===== src/rtl/fir_share_arb.sv =====
// -----------------------------------------------------------------------------
// fir_share_arb
//
// Shares one FIR engine between the left and right 24-bit audio streams.
// Samples from the two inputs are arbitrated round-robin, narrowed to 16 bits
// and issued to the FIR engine. The channel of each issued sample is recorded
// in a tag FIFO, so each 24-bit FIR result can be routed back to its channel's
// output FIFO. The FIR engine has no backpressure. A per-channel credit counter
// therefore limits issues to the number of output FIFO slots that are
// guaranteed to be free when the results come back.
//
// Optional feature (compile-time macro FIR_SHARE_ARB_ROUND_EN):
//   defined   : fir_in_data = in_data[23:8] + in_data[7], saturating at 16'h7FFF
//   undefined : fir_in_data = in_data[23:8] (plain truncation)
//
// Parameters
//   CREDITS      samples per channel in flight plus buffered; output FIFO depth
//                (power of 2, 2..16)
//   ISSUE_GAP    minimum idle cycles between consecutive FIR issues
//   DRAIN_CYCLES cycles after reset during which results are discarded and
//                nothing is issued
//
// Ports
//   clk_clk, reset_reset                 clock, synchronous active-high reset
//   left/right_in_data/valid/ready       24-bit sample inputs (valid/ready)
//   fir_in_data/valid/error              16-bit issue to FIR (error tied 0)
//   fir_out_data/valid/error             24-bit FIR result, in issue order
//   left/right_out_data/valid/ready      24-bit filtered outputs (valid/ready)
//   err_count                            saturating count of errored results
//   tag_underflow                        sticky: result arrived with no tag
// -----------------------------------------------------------------------------
module fir_share_arb #(
  parameter int CREDITS      = 4,
  parameter int ISSUE_GAP    = 0,
  parameter int DRAIN_CYCLES = 32
) (
  input  logic        clk_clk,
  input  logic        reset_reset,
  input  logic [23:0] left_in_data,
  input  logic        left_in_valid,
  output logic        left_in_ready,
  input  logic [23:0] right_in_data,
  input  logic        right_in_valid,
  output logic        right_in_ready,
  output logic [15:0] fir_in_data,
  output logic        fir_in_valid,
  output logic [1:0]  fir_in_error,
  input  logic [23:0] fir_out_data,
  input  logic        fir_out_valid,
  input  logic [1:0]  fir_out_error,
  output logic [23:0] left_out_data,
  output logic        left_out_valid,
  input  logic        left_out_ready,
  output logic [23:0] right_out_data,
  output logic        right_out_valid,
  input  logic        right_out_ready,
  output logic [7:0]  err_count,
  output logic        tag_underflow
);

  localparam int CW = $clog2(CREDITS) + 1;    // credit counter, 0..CREDITS
  localparam int PW = $clog2(CREDITS);        // output FIFO pointer
  localparam int TD = 2 * CREDITS;            // tag FIFO depth
  localparam int TW = $clog2(TD);             // tag FIFO pointer
  localparam int GW = $clog2(ISSUE_GAP + 2);  // gap counter
  localparam int DW = $clog2(DRAIN_CYCLES + 2);
  localparam int DRAIN_LAST_I = (DRAIN_CYCLES > 0) ? DRAIN_CYCLES - 1 : 0;

  localparam logic [CW-1:0] CRED_INIT  = CW'(CREDITS);
  localparam logic [GW-1:0] GAP_LOAD   = GW'(ISSUE_GAP);
  localparam logic [DW-1:0] DRAIN_LAST = DW'(DRAIN_LAST_I);

  typedef enum logic [0:0] {
    ST_DRAIN = 1'b0,
    ST_RUN   = 1'b1
  } state_t;

  state_t          state_q;
  logic [DW-1:0]   drain_cnt_q;
  logic [CW-1:0]   cred_q [2];
  logic            ptr_q;            // 0: left has priority, 1: right
  logic [GW-1:0]   gap_q;
  logic            fir_in_valid_q;
  logic [15:0]     fir_in_data_q;
  logic [7:0]      err_q;
  logic            unf_q;

  logic            tag_mem_q [TD];
  logic [TW-1:0]   twr_q;
  logic [TW-1:0]   trd_q;
  logic [TW:0]     tcnt_q;

  logic [23:0]     omem_q [2][CREDITS];
  logic [PW-1:0]   owr_q [2];
  logic [PW-1:0]   ord_q [2];
  logic [PW:0]     ocnt_q [2];

  logic            run_s;
  logic [1:0]      in_valid_s;
  logic [1:0]      out_ready_s;
  logic [1:0]      elig_s;
  logic [1:0]      grant_s;
  logic [1:0]      out_valid_s;
  logic [1:0]      pop_s;
  logic [1:0]      push_s;
  logic            acc_s;
  logic [23:0]     acc_data_s;
  logic [15:0]     narrow_s;
  logic            ret_s;
  logic            tag_hit_s;
  logic            ret_tag_s;
  logic            unused_lsbs_s;

  assign run_s       = (state_q == ST_RUN);
  assign in_valid_s  = {right_in_valid, left_in_valid};
  assign out_ready_s = {right_out_ready, left_out_ready};

  // Eligibility and round-robin grant; at most one grant bit is ever set.
  always_comb begin
    elig_s  = 2'b00;
    grant_s = 2'b00;
    for (int c = 0; c < 2; c++) begin
      elig_s[c] = run_s && (gap_q == GW'(0)) && in_valid_s[c] &&
                  (cred_q[c] != CW'(0));
    end
    case (elig_s)
      2'b01:   grant_s = 2'b01;
      2'b10:   grant_s = 2'b10;
      2'b11:   grant_s = ptr_q ? 2'b10 : 2'b01;
      default: grant_s = 2'b00;
    endcase
  end

  assign left_in_ready  = grant_s[0];
  assign right_in_ready = grant_s[1];
  assign acc_s          = grant_s[0] | grant_s[1];
  assign acc_data_s     = grant_s[1] ? right_in_data : left_in_data;

`ifdef FIR_SHARE_ARB_ROUND_EN
  // Round half up; only the most positive code can overflow, so clamp it.
  function automatic logic [15:0] round_sat(input logic [15:0] hi,
                                            input logic rnd);
    logic [15:0] res;
    if (rnd && (hi != 16'h7FFF)) begin
      res = hi + 16'h0001;
    end else begin
      res = hi;
    end
    return res;
  endfunction

  assign narrow_s = round_sat(acc_data_s[23:8], acc_data_s[7]);
`else
  assign narrow_s = acc_data_s[23:8];
`endif

  // The low byte only matters for rounding; gather it to mark it as intended.
  assign unused_lsbs_s = ^{left_in_data[7:0], right_in_data[7:0]};

  // Return path: results are only meaningful in RUN and need a pending tag.
  assign ret_s     = run_s & fir_out_valid;
  assign tag_hit_s = ret_s & (tcnt_q != (TW + 1)'(0));
  assign ret_tag_s = tag_mem_q[trd_q];
  assign push_s[0] = tag_hit_s & ~ret_tag_s;
  assign push_s[1] = tag_hit_s & ret_tag_s;

  assign out_valid_s[0] = (ocnt_q[0] != (PW + 1)'(0));
  assign out_valid_s[1] = (ocnt_q[1] != (PW + 1)'(0));
  assign pop_s          = out_valid_s & out_ready_s;

  assign fir_in_data     = fir_in_data_q;
  assign fir_in_valid    = fir_in_valid_q;
  assign fir_in_error    = 2'b00;
  assign left_out_valid  = out_valid_s[0];
  assign right_out_valid = out_valid_s[1];
  assign left_out_data   = out_valid_s[0] ? omem_q[0][ord_q[0]] : 24'h000000;
  assign right_out_data  = out_valid_s[1] ? omem_q[1][ord_q[1]] : 24'h000000;
  assign err_count       = err_q;
  assign tag_underflow   = unf_q;

  // DRAIN -> RUN sequencing after reset.
  always_ff @(posedge clk_clk) begin
    if (reset_reset) begin
      state_q     <= ST_DRAIN;
      drain_cnt_q <= DW'(0);
    end else begin
      case (state_q)
        ST_DRAIN: begin
          if (drain_cnt_q >= DRAIN_LAST) begin
            state_q <= ST_RUN;
          end else begin
            drain_cnt_q <= drain_cnt_q + DW'(1);
          end
        end
        ST_RUN:  state_q <= ST_RUN;
        default: state_q <= ST_DRAIN;
      endcase
    end
  end

  // Issue register, gap counter, priority pointer, credits and status.
  always_ff @(posedge clk_clk) begin
    if (reset_reset) begin
      ptr_q          <= 1'b0;
      gap_q          <= GW'(0);
      fir_in_valid_q <= 1'b0;
      fir_in_data_q  <= 16'h0000;
      err_q          <= 8'h00;
      unf_q          <= 1'b0;
      cred_q[0]      <= CRED_INIT;
      cred_q[1]      <= CRED_INIT;
    end else begin
      fir_in_valid_q <= acc_s;
      if (acc_s) begin
        fir_in_data_q <= narrow_s;
        gap_q         <= GAP_LOAD;
        ptr_q         <= grant_s[0];  // priority moves to the other channel
      end else if (gap_q != GW'(0)) begin
        gap_q <= gap_q - GW'(1);
      end
      for (int c = 0; c < 2; c++) begin
        case ({grant_s[c], pop_s[c]})
          2'b10:   cred_q[c] <= cred_q[c] - CW'(1);
          2'b01:   cred_q[c] <= cred_q[c] + CW'(1);
          default: cred_q[c] <= cred_q[c];
        endcase
      end
      if (ret_s && (fir_out_error != 2'b00) && (err_q != 8'hFF)) begin
        err_q <= err_q + 8'h01;
      end
      if (ret_s && !tag_hit_s) begin
        unf_q <= 1'b1;
      end
    end
  end

  // Tag FIFO pointers and occupancy.
  always_ff @(posedge clk_clk) begin
    if (reset_reset) begin
      twr_q  <= TW'(0);
      trd_q  <= TW'(0);
      tcnt_q <= (TW + 1)'(0);
    end else begin
      if (acc_s) begin
        twr_q <= twr_q + TW'(1);
      end
      if (tag_hit_s) begin
        trd_q <= trd_q + TW'(1);
      end
      case ({acc_s, tag_hit_s})
        2'b10:   tcnt_q <= tcnt_q + (TW + 1)'(1);
        2'b01:   tcnt_q <= tcnt_q - (TW + 1)'(1);
        default: tcnt_q <= tcnt_q;
      endcase
    end
  end

  // Tag storage; occupancy gates every read, so no reset is needed.
  always_ff @(posedge clk_clk) begin
    if (acc_s) begin
      tag_mem_q[twr_q] <= grant_s[1];
    end
  end

  // Output FIFO pointers and occupancy, one FIFO per channel.
  always_ff @(posedge clk_clk) begin
    if (reset_reset) begin
      for (int c = 0; c < 2; c++) begin
        owr_q[c]  <= PW'(0);
        ord_q[c]  <= PW'(0);
        ocnt_q[c] <= (PW + 1)'(0);
      end
    end else begin
      for (int c = 0; c < 2; c++) begin
        if (push_s[c]) begin
          owr_q[c] <= owr_q[c] + PW'(1);
        end
        if (pop_s[c]) begin
          ord_q[c] <= ord_q[c] + PW'(1);
        end
        case ({push_s[c], pop_s[c]})
          2'b10:   ocnt_q[c] <= ocnt_q[c] + (PW + 1)'(1);
          2'b01:   ocnt_q[c] <= ocnt_q[c] - (PW + 1)'(1);
          default: ocnt_q[c] <= ocnt_q[c];
        endcase
      end
    end
  end

  // Output FIFO storage; the data outputs are gated by occupancy.
  always_ff @(posedge clk_clk) begin
    for (int c = 0; c < 2; c++) begin
      if (push_s[c]) begin
        omem_q[c][owr_q[c]] <= fir_out_data;
      end
    end
  end

endmodule


===== config.mk =====
export PLATFORM = sky130hd
export DESIGN_NAME = fir_share_arb
export DESIGN_NICKNAME = d
export VERILOG_FILES = /design/src/rtl/fir_share_arb.sv
export SDC_FILE = /design/constraint.sdc
export NUM_CORES = 1
export LEC_CHECK = 0
export CORE_ASPECT_RATIO = 0.75
export CORE_MARGIN = 10
export CORE_UTILIZATION = 54
export CTS_BUF_LIST = sky130_fd_sc_hd__clkbuf_16
export CTS_CLUSTER_SIZE = 8
export DETAILED_ROUTE_END_ITERATION = 16
export GPL_TIMING_DRIVEN = 0
export PLACE_DENSITY = 0.79
export SLEW_MARGIN = 20
export SYNTH_ARGS = -nofsm -noshare
export SYNTH_HDL_FRONTEND = slang
export SYNTH_SLANG_ARGS = --single-unit

===== constraint.sdc =====
create_clock -name clk_clk -period 3.4 [get_ports clk_clk]
set_input_delay 0.68 -clock clk_clk [delete_from_list [all_inputs] [get_ports clk_clk]]
set_output_delay 0.68 -clock clk_clk [all_outputs]
set_load 0.02 [all_outputs]

==> results.txt, run 1 <==
Physical implementation status

The multi-input gate count stands at 383. By instance count, the cell type seen most on the critical path is sky130_fd_sc_hd__ha_1. Per STA, the worst path is made up of inv_1 > ha_1 > ha_1 > nor4bb_4 > a211o_1 > buf_6 > inv_6 > buf_12 > nor2_4 > clkdlybuf4s15_2.

In this design, the largest share of critical-path delay is due to buffers and inverters. The synthesis report names the predominant flop master as sky130_fd_sc_hd__edfxtp_1. After floorplanning, the core was divided into 45 placement rows. The max-capacitance violation count stands at 0. The worst register-to-register path depth is 14. For reference, the post-synthesis area per instance comes to 15.89 sq um. Global routing finished with a remaining overflow of 0. Counting every sink on the clock net gives 268. Per the final layout report, the fraction of cells sized above drive strength 1 comes to 17.20%. The horizontal die dimension stands at 186.3 um. The transition time at the pin with the least slew margin stands at 758.2 ps. The area of combinational cells with multiple inputs stands at 3379 sq um.

The yosys stat cell total stands at 705. The end-of-flow timing check tallies setup violations at 0. The critical path ends at right_in_ready.

In this run the count of I/O pins placed on the die edge is 161. Looking at the reg2reg group, the worst path starts from cred_q[1][0]$_DFFE_PP_. The setup slack of the most critical reg-to-reg path stands at 210 ps. The maximum achievable frequency stands at 0.3054 GHz.

The final worst slack stands at 125.9 ps. The number of antenna diodes in the final layout is 0. The flow ran to the end, and the final reports show no timing, DRC or antenna violations.

By area, the class that comes first in the final layout consists of sequential cells. According to the dpl log, the detail-placed design has an HPWL of 16.10 mm. The placed instance area stands at 12980 sq um. In the layout the commonest cells are 220 x sky130_fd_sc_hd__edfxtp_1, 139 x sky130_fd_sc_hd__clkdlybuf4s50_1, 51 x sky130_fd_sc_hd__and2_1. The cell area after technology mapping stands at 11200 sq um. The basic-gate share of the synthesized area counting and, or, nand and nor cells stands at 8.690%. The arithmetic-cell share of the synthesized area counting full adders, half adders and majority gates stands at 3.597%. Of the total standard cell area in the layout, the sequential portion is 53.58%.
run_1/floorplan.png
The bar under the picture is 50 um long. Pins as bars on the die edge. Tap cells in gray.
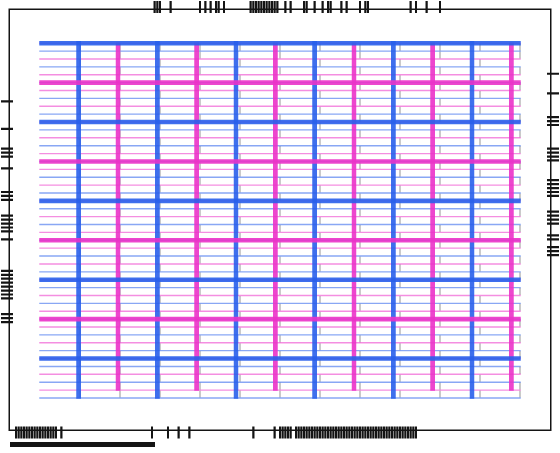
| color | net |
|---|---|
| magenta | VDD |
| blue | VSS |
met4 straps: 12
signal pins: 161

run_1/placed.png
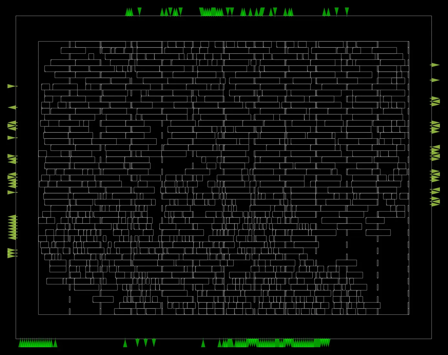
number of cells in the finished layout apart from fillers: 1183
Layout Utilization: 69.48%
Flop Count: 268

run_1/port_trees.png
The bar under the picture is 50 um long.
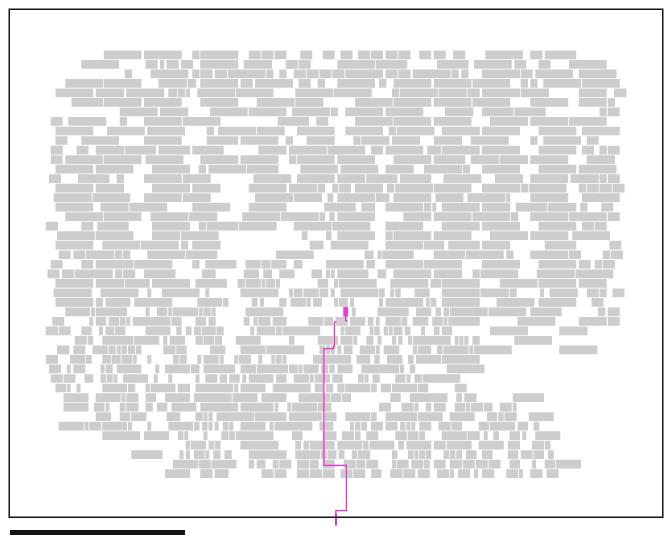
| color | port | direction | edge | end cells | buffers | wire |
|---|---|---|---|---|---|---|
| magenta | `right_out_ready` | input | bottom | 1 | 1 | 71.8 um |

--- run 2 (diff from run 1) ---
- CAP_MARGIN: default -> 20
run_2/placed.png
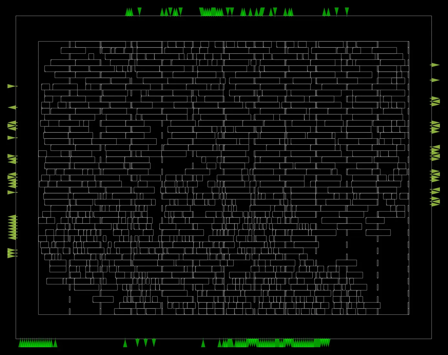
fraction of standard cell area that is sequential: 53.58%
number of fillers in the final layout: 1344
Std-Cell Core Area: 20330 sq um
total number of tap cells: 282
number of placement rows: 45

run_2/floorplan.png
The bar under the picture is 50 um long. Pins as bars on the die edge. Tap cells in gray.
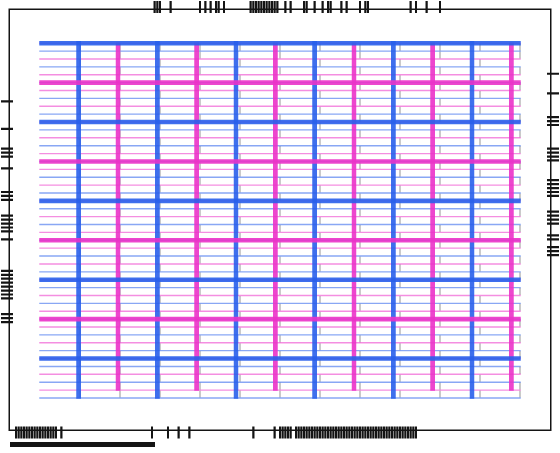
| color | net |
|---|---|
| magenta | VDD |
| blue | VSS |
met4 straps: 12
tap cells: 282
rows: 45
met5 straps: 9
signal pins: 161

==> run 2 against run 1 <==
Core utilization did not move. Worst setup slack unchanged. Cell count is the same. Critical path depth is the same. Power stayed put. Area after synthesis did not move. Largest cell class unchanged. Highest routed layer unchanged.
==> results.txt, run 2 <==
Physical implementation status

The depth of the worst register-to-register path stands at 14 (unchanged). The aggregate global routing overflow came to 0 (unchanged). Outcome: finished, final reports clean (unchanged). Most common logic cells in the final layout: 220 x sky130_fd_sc_hd__edfxtp_1, 139 x sky130_fd_sc_hd__clkdlybuf4s50_1, 51 x sky130_fd_sc_hd__and2_1 (unchanged). The kind of cell with the highest combined delay on the critical path was buffers and inverters (unchanged). The clock transition at the register clock pins on the worst setup and hold paths after CTS stands at 50 ps (about the same).

The total of endpoints with negative setup slack in the final report is 0 (unchanged). The non-filler instance count after layout stands at 1183 (unchanged). The average footprint of a synthesized cell was 15.89 sq um (unchanged). The yosys stat cell total came to 705 (unchanged).

Cell breakdown of the critical path: inv_1 > ha_1 > ha_1 > nor4bb_4 > a211o_1 > buf_6 > inv_6 > buf_12 > nor2_4 > clkdlybuf4s15_2 (unchanged). The half-perimeter wire length of the detailed placement result stands at 16.10 mm (unchanged). The max-capacitance violation count stands at 0 (unchanged).

The final worst slack was 125.9 ps (unchanged). The count of pins on the block boundary stands at 161 (unchanged). The transition time at the pin with the least slew margin stands at 758.2 ps (unchanged). The critical path's most frequent cell is sky130_fd_sc_hd__ha_1 (unchanged). The maximum achievable frequency stands at 0.3054 GHz (unchanged). The cell area after technology mapping was 11200 sq um (unchanged). The number of clock sinks seen by CTS was 268 (unchanged). The cell class with the largest area share was sequential cells (unchanged).

The antenna diode count came to 0 (unchanged). The number of sequential cells stands at 268 (unchanged). The startpoint of the worst-slack reg-to-reg timing path is cred_q[1][0]$_DFFE_PP_ (unchanged). The capture point of the worst path is right_in_ready (unchanged). The core utilization of the finished layout stands at 69.48% (unchanged). The top flip-flop cell by instance count after synthesis was sky130_fd_sc_hd__edfxtp_1 (unchanged). The setup slack of the most critical reg-to-reg path is 210 ps (about the same). The horizontal die dimension stands at 186.3 um (unchanged). The basic-gate share of the synthesized area counting and, or, nand and nor cells came to 8.690% (unchanged).
Power figures rest on the tool's default switching activity, not on a simulated workload.
